==> src/rtl/uart_top.sv <==
// Full-duplex 8N1 UART: baud tick generation, byte serialiser, and 16x
// oversampling receiver with a sticky ready flag and holding register.
module uart_top #(
    parameter int CLK_HZ     = 50_000_000,
    parameter int BAUD       = 115200,
    parameter int OVERSAMPLE = 16
) (
    input  logic       clk,
    input  logic       reset,
    input  logic       wr_enb,
    input  logic [7:0] data_in,
    output logic       tx_active,
    output logic       tx_serial_out,
    input  logic       rx_serial_in,
    input  logic       rdy_clr,
    output logic [7:0] rx_data_out,
    output logic       rx_ready
);
    localparam int TX_DIV = CLK_HZ / BAUD;
    localparam int RX_DIV = CLK_HZ / (BAUD * OVERSAMPLE);
    localparam int TXW    = $clog2(TX_DIV + 1);
    localparam int RXW    = $clog2(RX_DIV + 1);
    localparam int SW     = $clog2(OVERSAMPLE);

    typedef enum logic [1:0] {ST_IDLE, ST_START, ST_DATA, ST_STOP} st_t;

    // ---------------- RX oversample tick (free running) ----------------
    logic [RXW-1:0] r_rx_div;
    logic           w_rx_tick;

    assign w_rx_tick = (r_rx_div == RXW'(RX_DIV - 1));

    always_ff @(posedge clk or negedge reset) begin
        if (!reset)         r_rx_div <= '0;
        else if (w_rx_tick) r_rx_div <= '0;
        else                r_rx_div <= r_rx_div + RXW'(1);
    end

    // ---------------- TX ----------------
    st_t            r_tx_st, w_tx_st_nxt;
    logic [TXW-1:0] r_tx_cnt, w_tx_cnt_nxt;
    logic [2:0]     r_tx_bit, w_tx_bit_nxt;
    logic [7:0]     r_tx_byte, w_tx_byte_nxt;
    logic           w_tx_tick;
    logic           w_tx_out;

    assign w_tx_tick = (r_tx_cnt == TXW'(TX_DIV - 1));

    always_ff @(posedge clk or negedge reset) begin
        if (!reset) begin
            r_tx_st   <= ST_IDLE;
            r_tx_cnt  <= '0;
            r_tx_bit  <= '0;
            r_tx_byte <= '0;
        end else begin
            r_tx_st   <= w_tx_st_nxt;
            r_tx_cnt  <= w_tx_cnt_nxt;
            r_tx_bit  <= w_tx_bit_nxt;
            r_tx_byte <= w_tx_byte_nxt;
        end
    end

    // The bit-time counter is held at zero in IDLE so every frame starts a full bit period.
    always_comb begin
        w_tx_st_nxt   = r_tx_st;
        w_tx_cnt_nxt  = w_tx_tick ? '0 : r_tx_cnt + TXW'(1);
        w_tx_bit_nxt  = r_tx_bit;
        w_tx_byte_nxt = r_tx_byte;
        w_tx_out      = 1'b1;
        case (r_tx_st)
            ST_IDLE: begin
                w_tx_cnt_nxt = '0;
                if (wr_enb) begin
                    w_tx_byte_nxt = data_in;
                    w_tx_st_nxt   = ST_START;
                end
            end
            ST_START: begin
                w_tx_out = 1'b0;
                if (w_tx_tick) begin
                    w_tx_st_nxt  = ST_DATA;
                    w_tx_bit_nxt = '0;
                end
            end
            ST_DATA: begin
                w_tx_out = r_tx_byte[r_tx_bit];
                if (w_tx_tick) begin
                    if (r_tx_bit == 3'd7) w_tx_st_nxt  = ST_STOP;
                    else                  w_tx_bit_nxt = r_tx_bit + 3'd1;
                end
            end
            ST_STOP: begin
                if (w_tx_tick) w_tx_st_nxt = ST_IDLE;
            end
            default: w_tx_st_nxt = ST_IDLE;
        endcase
    end

    assign tx_active     = (r_tx_st != ST_IDLE);
    assign tx_serial_out = w_tx_out;

    // ---------------- RX ----------------
    logic          r_rx_meta, r_rx_sync;
    st_t           r_rx_st, w_rx_st_nxt;
    logic [SW-1:0] r_rx_scnt, w_rx_scnt_nxt;
    logic [2:0]    r_rx_bit, w_rx_bit_nxt;
    logic [7:0]    r_rx_sh, w_rx_sh_nxt;
    logic [7:0]    r_rx_data, w_rx_data_nxt;
    logic          r_rx_rdy, w_rx_rdy_nxt;
    logic          w_rx_load;

    always_ff @(posedge clk or negedge reset) begin
        if (!reset) begin
            r_rx_meta <= 1'b1;
            r_rx_sync <= 1'b1;
            r_rx_st   <= ST_IDLE;
            r_rx_scnt <= '0;
            r_rx_bit  <= '0;
            r_rx_sh   <= '0;
            r_rx_data <= '0;
            r_rx_rdy  <= 1'b0;
        end else begin
            r_rx_meta <= rx_serial_in;
            r_rx_sync <= r_rx_meta;
            r_rx_st   <= w_rx_st_nxt;
            r_rx_scnt <= w_rx_scnt_nxt;
            r_rx_bit  <= w_rx_bit_nxt;
            r_rx_sh   <= w_rx_sh_nxt;
            r_rx_data <= w_rx_data_nxt;
            r_rx_rdy  <= w_rx_rdy_nxt;
        end
    end

    always_comb begin
        w_rx_st_nxt   = r_rx_st;
        w_rx_scnt_nxt = r_rx_scnt;
        w_rx_bit_nxt  = r_rx_bit;
        w_rx_sh_nxt   = r_rx_sh;
        w_rx_data_nxt = r_rx_data;
        w_rx_load     = 1'b0;
        case (r_rx_st)
            ST_IDLE: begin
                if (!r_rx_sync) begin
                    w_rx_st_nxt   = ST_START;
                    w_rx_scnt_nxt = '0;
                end
            end
            ST_START: begin
                if (w_rx_tick) begin
                    if (r_rx_scnt == SW'(OVERSAMPLE / 2 - 1)) begin
                        w_rx_scnt_nxt = '0;
                        w_rx_bit_nxt  = '0;
                        w_rx_st_nxt   = r_rx_sync ? ST_IDLE : ST_DATA;
                    end else begin
                        w_rx_scnt_nxt = r_rx_scnt + SW'(1);
                    end
                end
            end
            ST_DATA: begin
                if (w_rx_tick) begin
                    if (r_rx_scnt == SW'(OVERSAMPLE - 1)) begin
                        w_rx_scnt_nxt = '0;
                        w_rx_sh_nxt   = {r_rx_sync, r_rx_sh[7:1]};
                        if (r_rx_bit == 3'd7) w_rx_st_nxt  = ST_STOP;
                        else                  w_rx_bit_nxt = r_rx_bit + 3'd1;
                    end else begin
                        w_rx_scnt_nxt = r_rx_scnt + SW'(1);
                    end
                end
            end
            ST_STOP: begin
                if (w_rx_tick) begin
                    if (r_rx_scnt == SW'(OVERSAMPLE - 1)) begin
                        w_rx_scnt_nxt = '0;
                        w_rx_st_nxt   = ST_IDLE;
                        // A low stop bit is a framing error: the byte is dropped.
                        if (r_rx_sync) begin
                            w_rx_data_nxt = r_rx_sh;
                            w_rx_load     = 1'b1;
                        end
                    end else begin
                        w_rx_scnt_nxt = r_rx_scnt + SW'(1);
                    end
                end
            end
            default: w_rx_st_nxt = ST_IDLE;
        endcase
        w_rx_rdy_nxt = w_rx_load ? 1'b1 : (rdy_clr ? 1'b0 : r_rx_rdy);
    end

    assign rx_data_out = r_rx_data;
    assign rx_ready    = r_rx_rdy;

endmodule

==> config.mk <==
export PLATFORM = sky130hd
export DESIGN_NAME = uart_top
export DESIGN_NICKNAME = d
export VERILOG_FILES = /design/src/rtl/uart_top.sv
export SDC_FILE = /design/constraint.sdc
export NUM_CORES = 1
export LEC_CHECK = 0
export CORE_ASPECT_RATIO = 1.4
export CORE_MARGIN = 2
export CORE_UTILIZATION = 45
export CTS_BUF_LIST = sky130_fd_sc_hd__clkbuf_16
export DETAILED_ROUTE_END_ITERATION = 10
export GPL_TIMING_DRIVEN = 0
export MAX_ROUTING_LAYER = met4
export PLACE_DENSITY = 0.69
export SYNTH_ARGS = -nofsm -noshare
export SYNTH_HDL_FRONTEND = slang
export SYNTH_SLANG_ARGS = --single-unit
==> constraint.sdc <==
create_clock -name clk -period 2.9 [get_ports clk]
set_clock_uncertainty 0.15 [all_clocks]
set_input_delay 0.58 -clock clk [delete_from_list [all_inputs] [get_ports clk]]
set_output_delay 0.58 -clock clk [all_outputs]
set_load 0.02 [all_outputs]
==> out/results.ini <==
[clock_network]
postCtsHoldBufs=0
clk_latency_ns=0.29
cts_htree_levels=2
clockBufferDepth=2
clk_pin_slew_ns=0.07
clock-sinks=55

[pwr]
pg_clk_uw=619
power_frac_clock_pct=43.5
leakage_nw=1.44
pg_seq_uw=770
top_power_group=registers
pg_comb_uw=33.8
power.density_nw_per_um2=460
internal_power_mw=1.11
power.switching_uw=308
p_seq_share_pct=54.1
vdd_drop_max_v=0.000356
power_mw=1.42
netSwitchingFraction_pct=21.6

[flow_run]
drv_cap=0

[grt]
grt.overflow.total=0
grt_pass1_vias=1764
busiest_layer=met2
use_met1_pct=17.1
grt_max_degree=42
grt_antenna_before_repair=0

[cells_and_area]
logic_gates=148
comb_area_share_pct=37.2
inv_count=13
final_cell_mix=52 x dfrtp_1, 24 x mux2_2, 21 x clkdlybuf4s50_1
buffers=31
logic_area_um2=1150
drive_gt1_share_pct=16.5
fillers=502
lay_top_count=dfrtp_1
diodes=0
final_cell_area_um2=3090
clockBufferCount=5
fin_nets=281
syn_to_final_growth_pct=18.6
seq-cell-share_pct=44.6
largest_reg_flops=9
largestClassByArea=registers
regArea_um2=1380
top_register=r_tx_cnt
clkCellAreaFrac_pct=4.98
signal_buffer_area_fraction_pct=8.90
seq_cell_count=55

[critical_path]
cp.required_ns=2.93
end_kind=flip-flop
cp_cell_sequence=or4b_1 > or3_1 > buf_2 > a222oi_1 > mux2_1
crit_fanout=6
crit_buf_inv=1
path_delay_family=simple AND/OR/NAND/NOR gates
criticalPathCategory=flip-flop to flip-flop
worstPathArrival_ns=2.52

[timing]
drv_slew=0
whs_ns=0.0429
slew_headroom_pct=63.6
period_used_pct=85.9
rsz0062_at_grt=false
setup_tns_ns=0
hold_viol_final=0
min_period_ns=2.49
finalSetupViolCount=0
max_freq_mhz=402
tightest_slew_ns=0.544
setup_ws_ns=0.410

[drt]
wl_per_cell_um=13.5
vias_per_cell=5.37
wl_met1_um=1780
wl_met3_um=202
wl_um=4360
drc=0
postRouteAntennaNets=0
wl_met2_um=2290
drt-initial-drc-count=79
dr.pass1.iters=5
route.vias.total=1734

[synth]
ys.flops=55
syn_nets=251
ys_sh_xor_pct=3.36
async_reset_ff_share_pct=100
edf_count=0
postSynthAreaPerCell_um2=11.6
yosysTopAreaCellShare_pct=50.9
synth.logic.top_family=multiplexers
synthSimpleGateAreaFrac_pct=13.0
ys_sh_adder_pct=6.72
ys_chip_area_um2=2610
yosysUniqueCellTypes=45
ys_warn_count=0
synthCells=224
ys_cells=224
largest_area_cell=dfrtp_1
area_leaders=dfrtp_1 51%, mux2_2 10%, ha_1 6.7%

[floorplanning]
ios=24
die_x_um=68.3
placement_rows=32
dieArea_um2=6430
initial_core_util_pct=46.9
die_height_um=94.1
num_tap_cells=68

[outcome]
status=finished, final reports clean

[place]
hpwl_um=3110
gp_congestion=0.739
place_worst_setup_slack_ns=0.305
dp.cells=316
postPlaceCellArea_um2=2940

[min_path]
hp-class=primary input to asynchronous set/reset pin

final timing paths:
| kind | start | endpoint | slack, ns | depth (start not counted) |
|---|---|---|---|---|
| worst min register to register | r_rx_meta | r_rx_sync | 0.21 | 0 |
| worst max-delay path | r_tx_cnt[2] | r_tx_st[1] | 0.41 | 5 |
| worst max register to register | r_tx_cnt[2] | r_tx_st[1] | 0.41 | 5 |
| min in group clk | r_rx_meta | r_rx_sync | 0.21 | 0 |
| max in group asynchronous | reset | r_rx_sync | 1.98 | 2 |
| worst min-delay path | reset | r_rx_scnt[1] | 0.04 | 1 |
timing repair:
item,4_1_cts,5_1_grt
cloned,0,0
endpoints found under the setup margin,1,1
gates resized,1,1
setup buffers,0,0
congestion_map.png
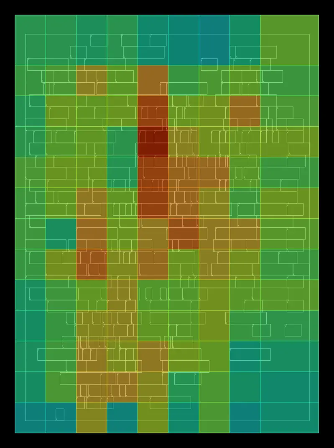
Layout Utilization: 55.6%
gr usage total: 16.1%

m1.png
Drawn at 6 px/um. Supply wires on this layer in gray.
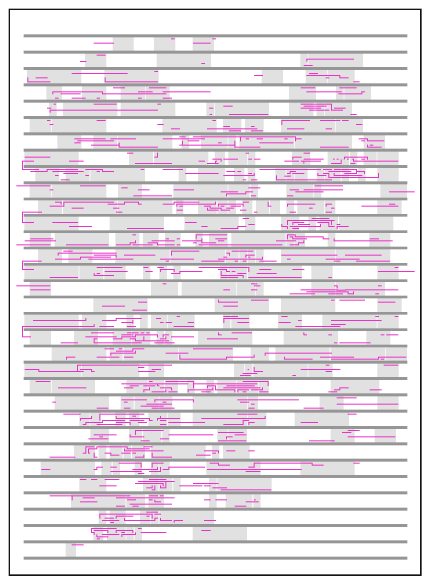
249 nets have wire on it. The longest straight run is 17.9 um.

